[src/rtl/relu_node_streamer.sv]
// Captures one vector of NODES ReLU outputs and streams (index, value) pairs over valid/ready.
// Optional zero-skipping for sparse vectors is enabled by defining RELU_SKIP_ZERO_EN.
module relu_node_streamer #(
    parameter int NODES       = 10,
    parameter int DATA_WIDTH  = 16,
    parameter int INDEX_WIDTH = 4
) (
    input  logic                        clk,
    input  logic                        reset,
    input  logic                        load_valid,
    output logic                        load_ready,
    input  logic [NODES*DATA_WIDTH-1:0] node_values,
    output logic                        out_valid,
    input  logic                        out_ready,
    output logic [INDEX_WIDTH-1:0]      out_index,
    output logic [DATA_WIDTH-1:0]       out_value,
    output logic                        out_last,
    output logic                        done,
    output logic                        queue_empty
);

    typedef enum logic [0:0] {
        IDLE   = 1'b0,
        STREAM = 1'b1
    } state_t;

    localparam logic [INDEX_WIDTH-1:0] LAST_IDX = INDEX_WIDTH'(NODES - 1);
    localparam logic [INDEX_WIDTH-1:0] ONE_IDX  = INDEX_WIDTH'(1);

    state_t                  state_q;
    logic [DATA_WIDTH-1:0]   buffer_q [NODES];
    logic [INDEX_WIDTH-1:0]  ptr_q;
    logic                    done_q;

    logic [DATA_WIDTH-1:0]   cur_value_s;
    logic                    present_s;
    logic                    cur_last_s;

`ifdef RELU_SKIP_ZERO_EN
    logic [NODES-1:0]        mask_q;
    logic                    later_nz_s;

    // Mask lookup: is the current node nonzero, and does any nonzero node remain above it
    always_comb begin
        present_s  = 1'b0;
        later_nz_s = 1'b0;
        for (int i = 0; i < NODES; i++) begin
            if (ptr_q == INDEX_WIDTH'(i)) begin
                present_s = mask_q[i];
            end else if ((INDEX_WIDTH'(i) > ptr_q) && mask_q[i]) begin
                later_nz_s = 1'b1;
            end else begin
                later_nz_s = later_nz_s;
            end
        end
        cur_last_s = ~later_nz_s;
    end
`else
    // Without zero-skipping every node is emitted and the final index is the last one
    always_comb begin
        present_s  = 1'b1;
        cur_last_s = (ptr_q == LAST_IDX);
    end
`endif

    // Read mux selecting the buffered value at the stream pointer
    always_comb begin
        cur_value_s = {DATA_WIDTH{1'b0}};
        for (int i = 0; i < NODES; i++) begin
            if (ptr_q == INDEX_WIDTH'(i)) begin
                cur_value_s = buffer_q[i];
            end else begin
                cur_value_s = cur_value_s;
            end
        end
    end

    // Output decode straight from registered state; index and value are zeroed when not valid
    always_comb begin
        load_ready  = (state_q == IDLE);
        queue_empty = (state_q == IDLE);
        out_valid   = (state_q == STREAM) && present_s;
        done        = done_q;
        if (out_valid) begin
            out_index = ptr_q;
            out_value = cur_value_s;
            out_last  = cur_last_s;
        end else begin
            out_index = {INDEX_WIDTH{1'b0}};
            out_value = {DATA_WIDTH{1'b0}};
            out_last  = 1'b0;
        end
    end

    // Load/stream state machine; reset aborts any vector in flight without a done pulse
    always_ff @(posedge clk) begin
        if (reset) begin
            state_q <= IDLE;
            ptr_q   <= {INDEX_WIDTH{1'b0}};
            done_q  <= 1'b0;
            for (int i = 0; i < NODES; i++) begin
                buffer_q[i] <= {DATA_WIDTH{1'b0}};
            end
`ifdef RELU_SKIP_ZERO_EN
            mask_q  <= {NODES{1'b0}};
`endif
        end else begin
            done_q <= 1'b0;
            case (state_q)
                IDLE: begin
                    if (load_valid) begin
                        for (int i = 0; i < NODES; i++) begin
                            buffer_q[i] <= node_values[DATA_WIDTH*i +: DATA_WIDTH];
`ifdef RELU_SKIP_ZERO_EN
                            mask_q[i]   <= |node_values[DATA_WIDTH*i +: DATA_WIDTH];
`endif
                        end
                        ptr_q   <= {INDEX_WIDTH{1'b0}};
                        state_q <= STREAM;
                    end
                end
                STREAM: begin
                    if (!present_s) begin
                        // Zero entry: scan past it without a handshake
                        if (ptr_q == LAST_IDX) begin
                            state_q <= IDLE;
                            done_q  <= 1'b1;
                        end else begin
                            ptr_q <= ptr_q + ONE_IDX;
                        end
                    end else if (out_ready) begin
                        if (cur_last_s) begin
                            state_q <= IDLE;
                            done_q  <= 1'b1;
                        end else begin
                            ptr_q <= ptr_q + ONE_IDX;
                        end
                    end
                end
                default: begin
                    state_q <= IDLE;
                    ptr_q   <= {INDEX_WIDTH{1'b0}};
                end
            endcase
        end
    end

endmodule

[config.mk]
export PLATFORM = sky130hd
export DESIGN_NAME = relu_node_streamer
export DESIGN_NICKNAME = d
export VERILOG_FILES = /design/src/rtl/relu_node_streamer.sv
export SDC_FILE = /design/constraint.sdc
export NUM_CORES = 1
export LEC_CHECK = 0
export ABC_AREA = 1
export CORE_MARGIN = 3
export CORE_UTILIZATION = 46
export CTS_CLUSTER_DIAMETER = 30
export DETAILED_ROUTE_END_ITERATION = 16
export GPL_ROUTABILITY_DRIVEN = 0
export PLACE_DENSITY = 0.87
export SYNTH_ARGS = -nofsm -noshare
export SYNTH_HDL_FRONTEND = slang
export SYNTH_SLANG_ARGS = --single-unit
[constraint.sdc]
create_clock -name clk -period 4.7 [get_ports clk]
set_input_delay 0.705 -clock clk [delete_from_list [all_inputs] [get_ports clk]]
set_output_delay 0.705 -clock clk [all_outputs]
set_load 0.005 [all_outputs]
m1.png
Bar = 50 um.
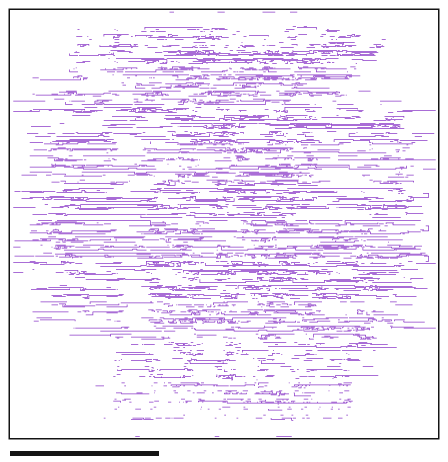
main direction: horizontal
longest straight run: 40.0 um
nets with wire on the layer: 1,270
share of all routed wire: 42%
wire length on this layer: 9,480 um
vias after detailed routing: 7,046
final wirelength: 22,300 um
met1 capacity usage during global routing: 0.301

==> deck_impl_summary.md <==
Key Metrics from the Run

Clocking
  • Clock latency on the worst-skew pair: 0.43 ns
  • Post-cts gate resize count: 0
  • Level count of the clock H-tree: 4
  • Number of buffers added for setup after CTS: 0
  • Max clock buf depth: 2
  • Clock tree from TritonCTS: done

Finish
  • Register with the most flip-flops: buffer_q
  • Number of nets in the layout: 1,375
  • Layout overhead on the synthesized area: 29.1%
  • Number of fillers in the final layout: 1,503
  • Biggest registers after layout: buffer_q (160), ptr_q (4)
  • Number of ordinary and repair buffers in the finished layout: between 150 and 200
  • Flop share of the area: 0.437
  • Antenna cells: 0
  • Layout clock buffer count: 17
  • Leading cell types in the layout, fill and taps excluded: 274 x sky130_fd_sc_hd__inv_1, 196 x sky130_fd_sc_hd__nor2_1, 188 x sky130_fd_sc_hd__clkdlybuf4s50_1
  • Area of all placed cells without fillers: between 10,000 and 15,000 um2
  • Non-clock inverters: 274

Pwr
  • Clock network power consumption: 1.35 mW
  • Cell area power density: approximately 320 nW/um2
  • Share of power burned in the clock network: 0.379
  • Main power group: sequential cells
  • Pleak: 5.28 nW
  • Post-layout total power: 3.56 mW
  • Combinational-cell power consumption: ~420 uW
  • Register share of total power: 0.504
  • Internal: 2.69 mW
  • Flip-flop and latch power: 1.79 mW
  • Switching power summed over all nets: just under 900 uW

Final timing
  • Final worst-path cycle share: 0.913
  • Final critical-path required period: between 4 and 5 ns
  • Number of hold-slack violations in the final timing report: 0
  • Achievable frequency: 233 MHz
  • Setup total negative slack: 0 ns
  • Worst hold slack: 0.557 ns
  • Headroom to the max-slew limit: 0.177
  • Post-Route Skew: approximately 0.0075 ns
  • Transition time of the tightest slew-check pin: ~1.2 ns

Global route
  • Global-route wire length before repair: 34,100 um
  • Busiest grt layer: met2
  • Antenna violations before repair: 0
  • Met3 Resource Use GR: 0.0429
  • Pin count of the biggest net entering global routing: 163
  • Number of global-route vias before repair: 6,628
  • Remaining global-route overflow: 0

Min path
  • Hold path startpoint: ptr_q[1]

Floorplan
  • Tapcells inserted: 229
  • IO Pins: roughly 190
  • Core Util at FP: 0.477

Place
  • Worst slack, placed: 0.823 ns
  • HPWL Detailed: roughly 16,000 um
  • Cell area after placement: 10,700 um2

Worst setup path
  • Buffer-and-inverter tally for the worst setup path: 2
  • Crit path DRT: 3.99 ns
  • Largest fanout of any net on the critical path: 19
  • Data arrival time of the critical path: 3.59 ns
  • Worst reg2reg path endpoint: ptr_q[2]
  • Instance count on the critical path: 14
  • FF-to-FF setup slack: roughly 1.8 ns
  • Critical path class: flop to output port
  • Critical R2R Launch: ptr_q[1]
  • Startpoint type of the worst setup path: flop
  • Worst setup startpoint: ptr_q[1]
  • End of the critical path: out_value[13]
  • List of cells traversed by the critical path: inv_1 > ha_1 > nor2_2 > nand3_1 > nand3_1 > nand2_1 > nand2_1 > nand2_1 > nand2_1 > nand2_1 > nand2_1 > nand2_1 > a21oi_2 > clkdlybuf4s50_1
  • Cell with the most instances on the worst path: sky130_fd_sc_hd__nand2_1

Synth
  • Mapped Avg Cell Area: 8.34 um2
  • Unique cell types: 21
  • XOR/XNOR Fraction of Synth Area: 0
  • Count of library flops with an enable pin: 160
  • Simple-gate share of the synthesized area: 0.229
  • Fraction of the mapped netlist area in adder cells: 0.00574
  • Synthesized net count: 1,213
  • Synthesis warning total: 0
  • Cell types with the highest counts after synthesis: 274 x sky130_fd_sc_hd__inv_1, 197 x sky130_fd_sc_hd__nor2_1, 173 x sky130_fd_sc_hd__nand2_1
  • Number of cell instances after yosys synthesis: 1,045
  • Most numerous cell in the Yosys netlist: sky130_fd_sc_hd__inv_1
  • Registers, synthesis: 166
  • Summed standard-cell area reported by yosys: 8720 um2

Route
  • TritonRoute pass-1 iters: 5
  • Met3 routed wirelength: about 1900 um
  • Number of vias per cell: 4.86
  • Starting DRT DRC Count: 650
  • Wirelength per Cell: about 15 um
  • Number of nets with antenna violations after routing: 0
  • DR DRC count: 0
  • Highest Signal Layer: met4

Run status
  • Result of the run: finished clean

Run
  • Max-Cap Viols: 0
m2.png
Bar = 50 um. Cells faint in the background.
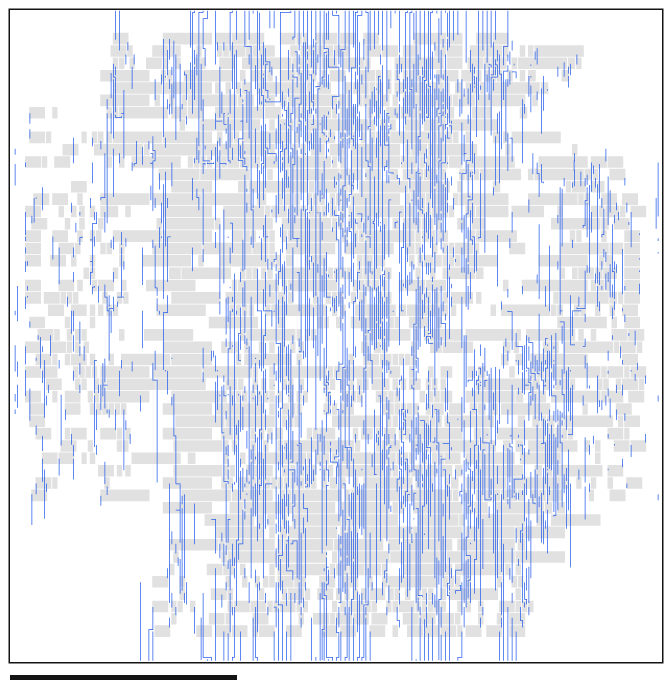
share of all routed wire: 46%
longest straight run: 51.0 um
main direction: vertical
wire length on this layer: 10,200 um
global routing usage on met2: 0.334

No activity file was given, so power comes from the tool's default toggle rates.
